Figure 1. Layout detail.
Region (77, 16) to (107, 46) um. Cells in gray, sequential cells in the stronger gray; small squares are vias.
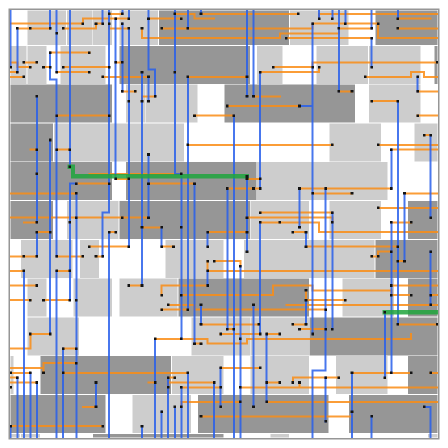
Figure 2. Cell sizes after repair.
Bar = 20 um.
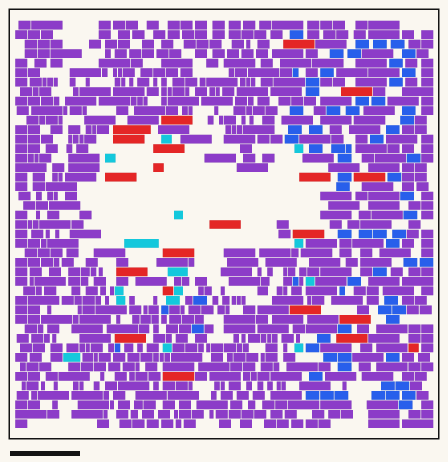
Figure 3. Clock distribution.
Bar = 20 um.
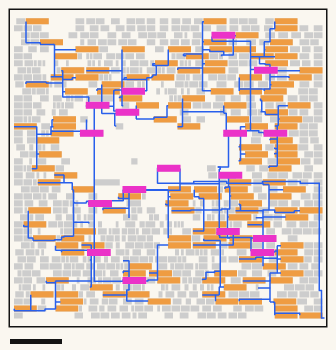
[src/rtl/dm_arbiter_pkg.sv]
// Shared encodings for the data-memory arbiter: access sizes, data window base,
// arbiter FSM states and the latched transaction record.
package dm_arbiter_pkg;

   localparam logic [1:0]  MEM_BYTE          = 2'b00;
   localparam logic [1:0]  MEM_HALF          = 2'b01;
   localparam logic [1:0]  MEM_WORD          = 2'b10;
   localparam logic [31:0] DATA_BASE_ADDRESS = 32'h1001_0000;

   typedef enum logic [1:0] {
      ARB_IDLE   = 2'b00,
      ARB_ACCESS = 2'b01,
      ARB_DONE   = 2'b10
   } arb_state_e;

   typedef struct packed {
      logic        we;
      logic [1:0]  memop;
      logic        memext;
      logic [31:0] addr;
      logic [31:0] wdata;
      logic        id;
   } txn_t;

endpackage

[src/rtl/dm_align_check.sv]
// Combinational legality check of one access: window range, natural alignment
// and the undefined size encoding.
module dm_align_check
   import dm_arbiter_pkg::*;
#(
   parameter int MEM_BYTES = 512
) (
   input  logic [1:0]  memop,
   input  logic [31:0] addr,
   output logic        err
);

   logic [31:0] off;
   logic        out_of_range;
   logic        misaligned;

   // Offset wraps, so addresses below the base land far above MEM_BYTES.
   always_comb begin
      off          = addr - DATA_BASE_ADDRESS;
      out_of_range = (off >= 32'(MEM_BYTES));
      misaligned   = 1'b0;
      case (memop)
         MEM_BYTE: misaligned = 1'b0;
         MEM_HALF: misaligned = off[0];
         MEM_WORD: misaligned = (off[1:0] != 2'b00);
         default:  misaligned = 1'b1;
      endcase
      err = out_of_range | misaligned;
   end

endmodule

[src/rtl/dm_arbiter.sv]
// Two-requester arbiter for the single DataMem port: picks a winner, checks the
// access, drives DataMem for one cycle and returns a registered ack/err/rdata.
module dm_arbiter
   import dm_arbiter_pkg::*;
#(
   parameter bit RR_EN     = 1'b1,
   parameter int MEM_BYTES = 512
) (
   input  logic        clk,
   input  logic        rst,
   input  logic        m0_req,
   input  logic        m0_we,
   input  logic [1:0]  m0_memop,
   input  logic        m0_memext,
   input  logic [31:0] m0_addr,
   input  logic [31:0] m0_wdata,
   output logic        m0_ack,
   output logic        m0_err,
   output logic [31:0] m0_rdata,
   input  logic        m1_req,
   input  logic        m1_we,
   input  logic [1:0]  m1_memop,
   input  logic        m1_memext,
   input  logic [31:0] m1_addr,
   input  logic [31:0] m1_wdata,
   output logic        m1_ack,
   output logic        m1_err,
   output logic [31:0] m1_rdata,
   output logic        dm_we,
   output logic [1:0]  dm_memop,
   output logic        dm_memext,
   output logic [31:0] dm_addr,
   output logic [31:0] dm_wdata,
   input  logic [31:0] dm_rdata
);

   arb_state_e state, state_next;
   txn_t       cand, txn;
   logic       txn_err, cand_err;
   logic       rr_ptr;
   logic       any_req, grant_m1;

   // rr_ptr only breaks ties; a lone requester always wins.
   always_comb begin
      any_req  = m0_req | m1_req;
      grant_m1 = m1_req & (~m0_req | (RR_EN & rr_ptr));
      if (grant_m1)
         cand = '{we: m1_we, memop: m1_memop, memext: m1_memext,
                  addr: m1_addr, wdata: m1_wdata, id: 1'b1};
      else
         cand = '{we: m0_we, memop: m0_memop, memext: m0_memext,
                  addr: m0_addr, wdata: m0_wdata, id: 1'b0};
   end

   dm_align_check #(
      .MEM_BYTES (MEM_BYTES)
   ) u_check (
      .memop (cand.memop),
      .addr  (cand.addr),
      .err   (cand_err)
   );

   always_ff @(posedge clk or posedge rst) begin
      if (rst) state <= ARB_IDLE;
      else     state <= state_next;
   end

   // dm_we decodes straight from state so an async reset cuts a write at once.
   always_comb begin
      state_next = state;
      dm_we      = 1'b0;
      case (state)
         ARB_IDLE:   if (any_req) state_next = ARB_ACCESS;
         ARB_ACCESS: begin
            dm_we      = txn.we & ~txn_err;
            state_next = ARB_DONE;
         end
         ARB_DONE:   state_next = ARB_IDLE;
         default:    state_next = ARB_IDLE;
      endcase
   end

   always_ff @(posedge clk or posedge rst) begin
      if (rst) begin
         txn     <= '0;
         txn_err <= 1'b0;
         rr_ptr  <= 1'b0;
      end else if (state == ARB_IDLE && any_req) begin
         txn     <= cand;
         txn_err <= cand_err;
         if (RR_EN) rr_ptr <= ~grant_m1;
      end
   end

   // Completion is reported one cycle after the access, during DONE.
   always_ff @(posedge clk or posedge rst) begin
      if (rst) begin
         m0_ack   <= 1'b0;
         m1_ack   <= 1'b0;
         m0_err   <= 1'b0;
         m1_err   <= 1'b0;
         m0_rdata <= '0;
         m1_rdata <= '0;
      end else begin
         m0_ack <= (state == ARB_ACCESS) & ~txn.id;
         m1_ack <= (state == ARB_ACCESS) &  txn.id;
         m0_err <= (state == ARB_ACCESS) & ~txn.id & txn_err;
         m1_err <= (state == ARB_ACCESS) &  txn.id & txn_err;
         if (state == ARB_ACCESS && !txn.we && !txn_err) begin
            if (txn.id) m1_rdata <= dm_rdata;
            else        m0_rdata <= dm_rdata;
         end
      end
   end

   assign dm_memop  = txn.memop;
   assign dm_memext = txn.memext;
   assign dm_addr   = txn.addr;
   assign dm_wdata  = txn.wdata;

endmodule

[config.mk]
export PLATFORM = sky130hd
export DESIGN_NAME = dm_arbiter
export DESIGN_NICKNAME = d
export VERILOG_FILES = /design/src/rtl/dm_arbiter_pkg.sv /design/src/rtl/dm_align_check.sv /design/src/rtl/dm_arbiter.sv
export SDC_FILE = /design/constraint.sdc
export NUM_CORES = 1
export LEC_CHECK = 0
export CORE_UTILIZATION = 45
export CTS_CLUSTER_DIAMETER = 50
export DETAILED_ROUTE_END_ITERATION = 16
export PLACE_DENSITY = 0.87
export SETUP_SLACK_MARGIN = 0.3
export SLEW_MARGIN = 10
export SYNTH_ARGS = -nofsm -noshare
export SYNTH_HDL_FRONTEND = slang
export SYNTH_SLANG_ARGS = --single-unit
export TNS_END_PERCENT = 10
[constraint.sdc]
create_clock -name clk -period 10 [get_ports clk]
set_input_delay 3 -clock clk [delete_from_list [all_inputs] [get_ports clk]]
set_output_delay 3 -clock clk [all_outputs]
set_load 0.1 [all_outputs]
==> summary.txt <==
impl run done, here's what came out: R2R cell count 6, first-pass GRT wire length 25,900 um, share of cells above drive strength 1 0.133, clock-pin slew on the worst setup and hold paths 60 ps, H-tree depth 4, Via Count 5,065, area grow syn2layout 49.8%, r2r setup slk around 7600 ps, die height 123 um, Core Rows ~43, CTS Root Cell clkbuf_16, Worst Hold End rr_ptr, CTS max path bufs 2, detailed placement HPWL 13,000 um, adder share 0, Dominant comb cell multiplexers, worst setup path class register to output pin, DP Area 0.00927 sq mm, synthesized cell area between 0.006 and 0.007 sq mm, met2 GRT Util 0.410, achievable frequency about 190 MHz, worst slew pin tran 1120 ps, io pins 308, synth top area cells dfrtp_1 54%, mux2_2 11%, mux2i_1 10%, buf_4 8.1%, o21ai_0 5.0%, critical path launch point state[1], CP endpoint kind output pin, Post-synth EDFFs 0, Port Buf Inserts 307, instance count on the critical path 3, DR vias/cell 5.11, top-count cell post-synth dfrtp_1, family with the most delay on the worst path buffers and inverters, status complete, no violations, Crit Path Max Fanout 5, VDD IR-drop max 0.000357 V, post-synthesis xor/xnor area fraction 0.00267, Final WS setup 4610 ps, worst-skew pair later-pin latency 410 ps, CTS Buf Count 17, top post-synthesis cells by count 141 x dfrtp_1, 71 x buf_4, 71 x nand2_1, grt ovf 0, Synth Seq Share 0.538, post-CTS sizing 0, Mapped Cells 562, Antenna diodes 0, fin crit share 0.539, Cell Type Count 38, yosys stat cell total 562, most used logic cell in the final layout clkdlybuf4s50_1, Post-synth ARST share 1.00
-- Figure 1 (at the start) --
- green: met3
- orange: met1
- blue: met2
- most frequent: dfrtp_1 (13), clkdlybuf4s50_1 (12), mux2_2 (8)
- sequential cells in the window: 13
- netlist names of flops here include: `m0_rdata` (6), `m1_rdata` (3), `dm_addr` (2)
- cells with their middle in the window: 48

-- Figure 2 (at the start) --
- cyan: drive 3 to 4 (cells 15; share 1.8%)
- blue: drive 2 (cells 72; share 8.9%)
- purple: drive 1 or less (cells 703; share 87%)
- red: drive 6 and up (cells 21; share 2.6%)

-- Figure 3 (at the start) --
- magenta: cells driving clock nets (count 17)
- orange: flip-flops (count 141)
- blue: clock wires (length 1,650 um)
- routed clock nets: 18

[cell type report]
type | instances | share of cell area
Clock buffer | 18 | 0.0437
Clock inverter | 14 | 0.0122
Inverter | 2 | 0.00127
Multi-Input combinational cell | 324 | 0.243
Sequential cell | 141 | 0.360
Tap cell | 180 | 0.0229
Timing Repair Buffer | 312 | 0.317
[where the power goes]
group / switching, mW / internal, mW / total (mW)
Combinational: 1.51 / 0.449 / 1.96
Sequential: 0.0972 / 0.746 / 0.844
Clock: 0.238 / 0.341 / 0.580
[per-stage QoR]
step	instances	total power [mW]	hold WS [ps]	utilization
detailed placement	959	2.82	469	0.660
finish	991	3.39	475	0.699
global placement	959	2.78	460	0.660
CTS	991	3.41	480	0.699
floorplan	562	2.52	441	-
global route	991	3.52	505	0.699
Power is estimated from default activity; no workload was simulated.
